$ cat config.mk
export PLATFORM = sky130hd
export DESIGN_NAME = display_scan_ctrl
export DESIGN_NICKNAME = d
export VERILOG_FILES = /design/src/rtl/display_scan_ctrl.sv
export SDC_FILE = /design/constraint.sdc
export NUM_CORES = 1
export LEC_CHECK = 0
export CAP_MARGIN = 20
export CORE_MARGIN = 2
export CORE_UTILIZATION = 40
export CTS_CLUSTER_DIAMETER = 80
export CTS_CLUSTER_SIZE = 14
export DETAILED_ROUTE_END_ITERATION = 7
export SYNTH_ARGS = -nofsm -noshare
export SYNTH_HDL_FRONTEND = slang
export SYNTH_SLANG_ARGS = --single-unit
$ cat constraint.sdc
create_clock -name clk -period 7.8 [get_ports clk]
set_clock_uncertainty 0.2 [all_clocks]
set_input_delay 1.56 -clock clk [delete_from_list [all_inputs] [get_ports clk]]
set_output_delay 1.56 -clock clk [all_outputs]
set_load 0.05 [all_outputs]
$ cat src/rtl/display_scan_ctrl.sv
// display_scan_ctrl: multiplexed 7-segment scan controller.
// Walks a digit select across NUM_DIGITS positions, one slot of PRESCALE
// clocks per digit. Each slot opens with BLANK_CYCLES of decoder-off time so
// the previous digit's segments fade before the next select line is driven.
// Digit values are captured once per frame so a frame never mixes old and
// new data. Every output is a flop fed from the next-state logic.
module display_scan_ctrl #(
    parameter int PRESCALE     = 1000,
    parameter int BLANK_CYCLES = 2,
    parameter int NUM_DIGITS   = 6
) (
    input  logic        clk,
    input  logic        rst_n,
    input  logic        run,
    input  logic [31:0] digits,
    input  logic [7:0]  blink_mask,
    input  logic        blink_tick,
    output logic [2:0]  S,
    output logic        enable,
    output logic [3:0]  bcd,
    output logic        frame_done
);

    localparam logic [1:0] ST_IDLE  = 2'd0;
    localparam logic [1:0] ST_BLANK = 2'd1;
    localparam logic [1:0] ST_SHOW  = 2'd2;

    // Last counter value of a slot, number of dark cycles, last digit index.
    localparam logic [15:0] CNT_LAST  = 16'(PRESCALE - 1);
    localparam logic [15:0] BLANK_LEN = 16'(BLANK_CYCLES);
    localparam logic [2:0]  S_LAST    = 3'(NUM_DIGITS - 1);

    // State entered at the start of every slot: dark first unless no blanking.
    localparam logic [1:0] ST_SLOT_START = (BLANK_CYCLES == 0) ? ST_SHOW : ST_BLANK;

    logic [1:0]  state;
    logic [15:0] cnt;
    logic [31:0] snapshot;
    logic        blink_phase;

    logic [1:0]  state_nx;
    logic [15:0] cnt_nx;
    logic [2:0]  s_nx;
    logic [31:0] snap_nx;
    logic        phase_nx;
    logic        fd_nx;
    logic        en_nx;
    logic [3:0]  bcd_nx;

    // Next-state logic: slot timing, digit advance, frame reload and output
    // values are all derived here so the output flops see the values that
    // belong to the upcoming cycle.
    always_comb begin
        state_nx = state;
        cnt_nx   = cnt;
        s_nx     = S;
        snap_nx  = snapshot;
        fd_nx    = 1'b0;
        // The blink phase keeps toggling even while idle or stopped.
        phase_nx = blink_phase ^ blink_tick;

        if (!run) begin
            // Stopping always wins, including on the last cycle of a frame.
            state_nx = ST_IDLE;
            cnt_nx   = 16'd0;
            s_nx     = 3'd0;
        end else begin
            case (state)
                ST_IDLE: begin
                    // Starting a scan captures a fresh frame of digits.
                    state_nx = ST_SLOT_START;
                    cnt_nx   = 16'd0;
                    s_nx     = 3'd0;
                    snap_nx  = digits;
                end
                ST_BLANK, ST_SHOW: begin
                    if (cnt == CNT_LAST) begin
                        cnt_nx   = 16'd0;
                        state_nx = ST_SLOT_START;
                        if (S >= S_LAST) begin
                            // Frame boundary: wrap and take the new digits.
                            s_nx    = 3'd0;
                            snap_nx = digits;
                            fd_nx   = 1'b1;
                        end else begin
                            s_nx = S + 3'd1;
                        end
                    end else begin
                        cnt_nx   = cnt + 16'd1;
                        state_nx = (cnt_nx < BLANK_LEN) ? ST_BLANK : ST_SHOW;
                    end
                end
                default: begin
                    state_nx = ST_IDLE;
                    cnt_nx   = 16'd0;
                    s_nx     = 3'd0;
                end
            endcase
        end

        // Decoder lights only in the visible part of a slot, and a blinking
        // digit goes dark while the blink phase is set.
        en_nx  = (state_nx == ST_SHOW) && !(blink_mask[s_nx] && phase_nx);
        bcd_nx = snap_nx[{s_nx, 2'b00} +: 4];
    end

    // Register state, counters, snapshot and all outputs; reset clears everything.
    always_ff @(posedge clk or negedge rst_n) begin
        if (!rst_n) begin
            state       <= ST_IDLE;
            cnt         <= 16'd0;
            snapshot    <= 32'd0;
            blink_phase <= 1'b0;
            S           <= 3'd0;
            enable      <= 1'b0;
            bcd         <= 4'd0;
            frame_done  <= 1'b0;
        end else begin
            state       <= state_nx;
            cnt         <= cnt_nx;
            snapshot    <= snap_nx;
            blink_phase <= phase_nx;
            S           <= s_nx;
            enable      <= en_nx;
            bcd         <= bcd_nx;
            frame_done  <= fd_nx;
        end
    end

endmodule

==> out/results.ini <==
[outcome]
status=completed

[synth]
yosys.area.top_type=dfrtp_1
simple_gate_area_frac=0.158
syn-cell-area_um2=3100
ys_sh_adder=0.0202
syn_inst=288
synth_top_area_share=0.484
ys_top_cells_by_count=60 x dfrtp_1, 32 x a22o_1, 24 x nor2_1, 16 x nand2_1, 15 x mux2i_1
synthArstFlopShare=1.00
ys_ff=60
edf_count=0
ys_types=51
mappedNetlistNets=337
ys_seq_share=0.484
ys_sh_aoi=0.183
syn_area_per_cell_um2=10.8
top_cell=dfrtp_1
yosys_warnings=0
area_leaders=dfrtp_1 48%, a22o_1 9.0%, mux2i_1 4.8%
yosys-stat-area_um2=3100
synth-xor-area-share=0.0452
yosys-stat-cells=288
synthFlopType=dfrtp_1
mux_share=0.0629
topCombFamilyByArea=AND-OR/OR-AND gates

[final_layout]
fin_util=0.500
final_cells=439
syn2layout_area_growth_pct=22.6
nFillCells=728
top_register=snapshot
seq_area_um2=1500
post_route_cells_drive_above_1_share=0.0831
fin_nets=382
fin_area_um2=3800
largest_reg_flops=32
antenna_cells=0
comb_area_um2=1460
reg_top3=snapshot: 32 flops, cnt: 16 flops, bcd: 4 flops

[critical_path]
rr_endpoint=bcd[3]
cp.depth=8
crit_type=in -> reg
rrSetupSlack_ps=4220
cp.required_ps=7820
timing.rr.start=cnt[0]
cp_max_fo=32
critical_path.cell_chain=clkdlybuf4s50_1 -> nand2b_1 -> or4_1 -> o22a_1 -> buf_4 -> a22o_1 -> mux2_2 -> a221o_1
slowest_stage=clkdlybuf4s50_1
startpoint_type=input pin
startpoint=run
critical_path.top_delay_family=AND-OR/OR-AND gates
r2r_cells=7
arrival_ps=3860
slowest_delay_ps=510
worstSetupEndpoint=bcd[3]
worstSetupEndpointType=flip-flop
path_buffers=2

[timing]
finalMaxSlewViolations=0
fin_crit_sh=0.492
maxSlewHeadroom=0.459
timing.setup.tns_ps=0
final_hold_viol_count=0
fmax_ghz=0.260
fin_hold_ws_ps=274
rsz0062_at_grt=no
finalSetupViolCount=0
tightestPinTransition_ps=809
layout_setup_ws_ps=3960
finalCriticalPeriod_ps=3840

[grt]
grt_remaining_overflow=0
antenna_found_initial=0
grt_pass1_vias=2302
grt_max_degree=61
grt_first_pass_wirelength_um=12000

[clock_network]
cts_resized=0
cts-buffers-inserted=9
postCtsSetupBuffers=0
clkLatencyLatePin_ps=340
cts_tree=built
root_buffer=clkbuf_8
cts_hold_buf=0
htree_num_levels=3
clock-sinks=60
clockBufferDepth=2
cts.clk_slew.worst_paths_ps=60

[die]
rows=32
die_y_um=92.1
fp.coreArea_um2=7610
dieWidth_um=92.1
fp-utilization=0.408
ioPinCount=53
chip_area_um2=8480

[detailed_routing]
drc_errors=0
vias=2403
final_antenna_net_count=0
vias_per_cell=5.47
firstDrtPassIters=4
drt_wl_total_um=7150
drtIter0Drc=115

[placed_design]
dp_slack_ps=3620
portBuffers=52
dp_cells=424
placed_area_um2=3650
hpwl_um=4770
gp_congestion=0.799

[pwr]
p_per_area_nw_per_um2=208
power_mw=0.792
irDropWorstVdd_uv=99.8
cellLeakagePower_nw=1.55

[hold_path]
hold_path.class=reg -> reg

[run]
cap_violations=0
warnings=28

[cells in the final DEF, fill, tap and decap left out, types with 3 or more instances in the layout]
master,netlist,routed
mux2i_1,15,15
o31ai_1,3,3
nor2_1,24,24
nand4_1,7,7
dfrtp_1,60,60
clkinv_2,0,3
xor2_1,10,10
inv_1,5,5
buf_4,2,3
clkdlybuf4s50_1,0,51
nor3_1,4,4
a22o_1,32,32
or3_1,5,5
o211ai_1,3,3
xnor2_1,6,6
nand2_1,16,16
ha_1,5,5
and4_1,3,3
a211oi_1,4,4
o21ai_0,4,4
a21oi_1,5,5
and3_1,3,3
nand2b_1,3,3
nand3_1,10,10
o22a_1,3,3
nor2b_1,3,3
o22ai_1,4,4
clkbuf_8,0,9
mux2_2,4,4
or4_1,3,3
[worst min-delay path by stage]
stage | slack (ps) | startpoint | end | depth (start not counted)
3_5_place_dp | 270 | blink_phase | blink_phase | 1
3_3_place_gp | 260 | blink_phase | blink_phase | 1
5_1_grt | 300 | blink_phase | blink_phase | 1
4_1_cts | 280 | blink_phase | blink_phase | 1
6_report | 270 | blink_phase | blink_phase | 1
2_1_floorplan | 240 | blink_phase | blink_phase | 1
[metal layers]
layer  routed length [um]  track usage  part of all wire  up-vias
met4                  138       0.0896             0.019        0
met3                  282       0.0329             0.039       13
met2                 3330        0.270              0.47       56
met1                 3400        0.254              0.48     1181
li1                     -            -                 -     1153
met5                    0            0                 0        -
[area by class of cell]
type / instances / share of cell area
clock inverters: 5 / 0.00789
inverters: 6 / 0.00592
multi-input cells: 201 / 0.383
repair buffers: 55 / 0.141
well taps: 102 / 0.0335
flip-flops and latches: 60 / 0.395
clock buffers: 10 / 0.0335
[power breakdown]
group / internal, mW / switching, mW
logic: 0.0835 / 0.0916
clock network: 0.112 / 0.125
registers: 0.362 / 0.0184
### Routing congestion map

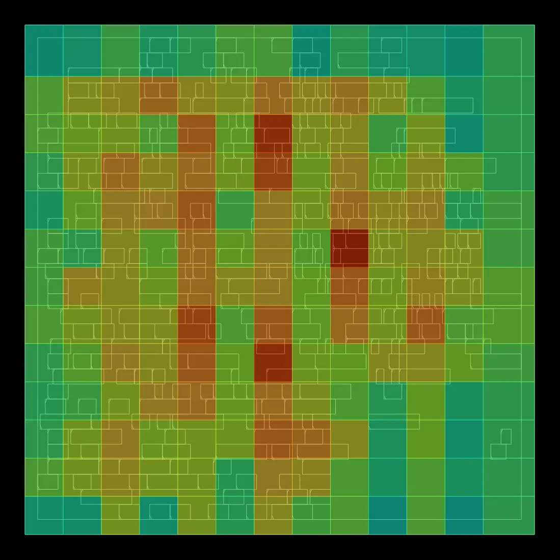
GR Layer Usage met3: 0.0329
grt met1 use: 0.254
Total GRT Usage: 0.181
routed len/inst: 16.3 um

### Gate-type map

Drawn at 4 px/um.
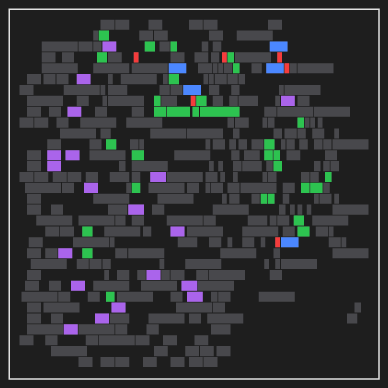
legend:
  blue:
    family: adder and majority cells
    cells: 5
    most_used: ha_1
  red:
    family: inverters
    cells: 6
    most_used: inv_1
  purple:
    family: multiplexers
    cells: 19
    most_used: mux2i_1
  green:
    family: inverting AOI/OAI gates
    cells: 31
    most_used: a21oi_1

### A small window of the routed layout

Window x 26 to 66, y 44 to 84 um. Cells in grey, sequential cells in the stronger grey; small squares are vias.
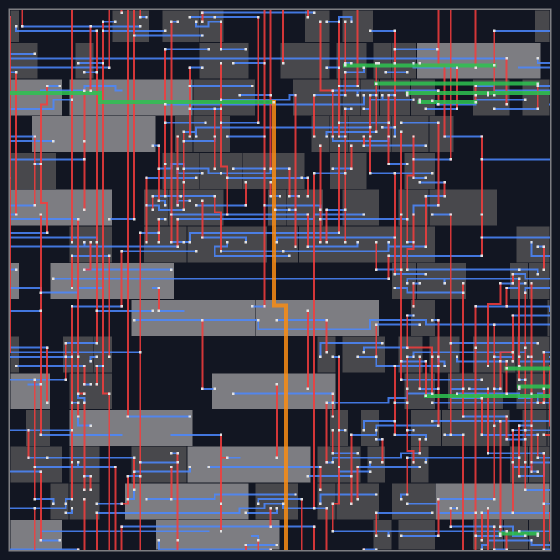
legend:
  blue:
    layer: met1
  green:
    layer: met3
  red:
    layer: met2
  orange:
    layer: met4
sequential cells in the window: 13
most frequent: dfrtp_1 (13), nand2_1 (8), nor2_1 (8)
cells with their middle in the window: 100
netlist names of flops here include: `cnt` (4), `S` (3), `snapshot` (3)

### Register map, names as in the netlist

Drawn at 4 px/um. Other sequential cells in the stronger grey, the rest of the logic in the fainter grey.
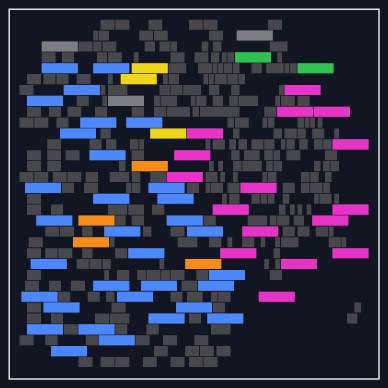
legend:
  magenta:
    name_in_the_netlist: `cnt`
    placed_flops: 16
  orange:
    name_in_the_netlist: `bcd`
    placed_flops: 4
  blue:
    name_in_the_netlist: `snapshot`
    placed_flops: 32
  green:
    name_in_the_netlist: `state`
    placed_flops: 2
  yellow:
    name_in_the_netlist: `S`
    placed_flops: 3
not coloured: 3

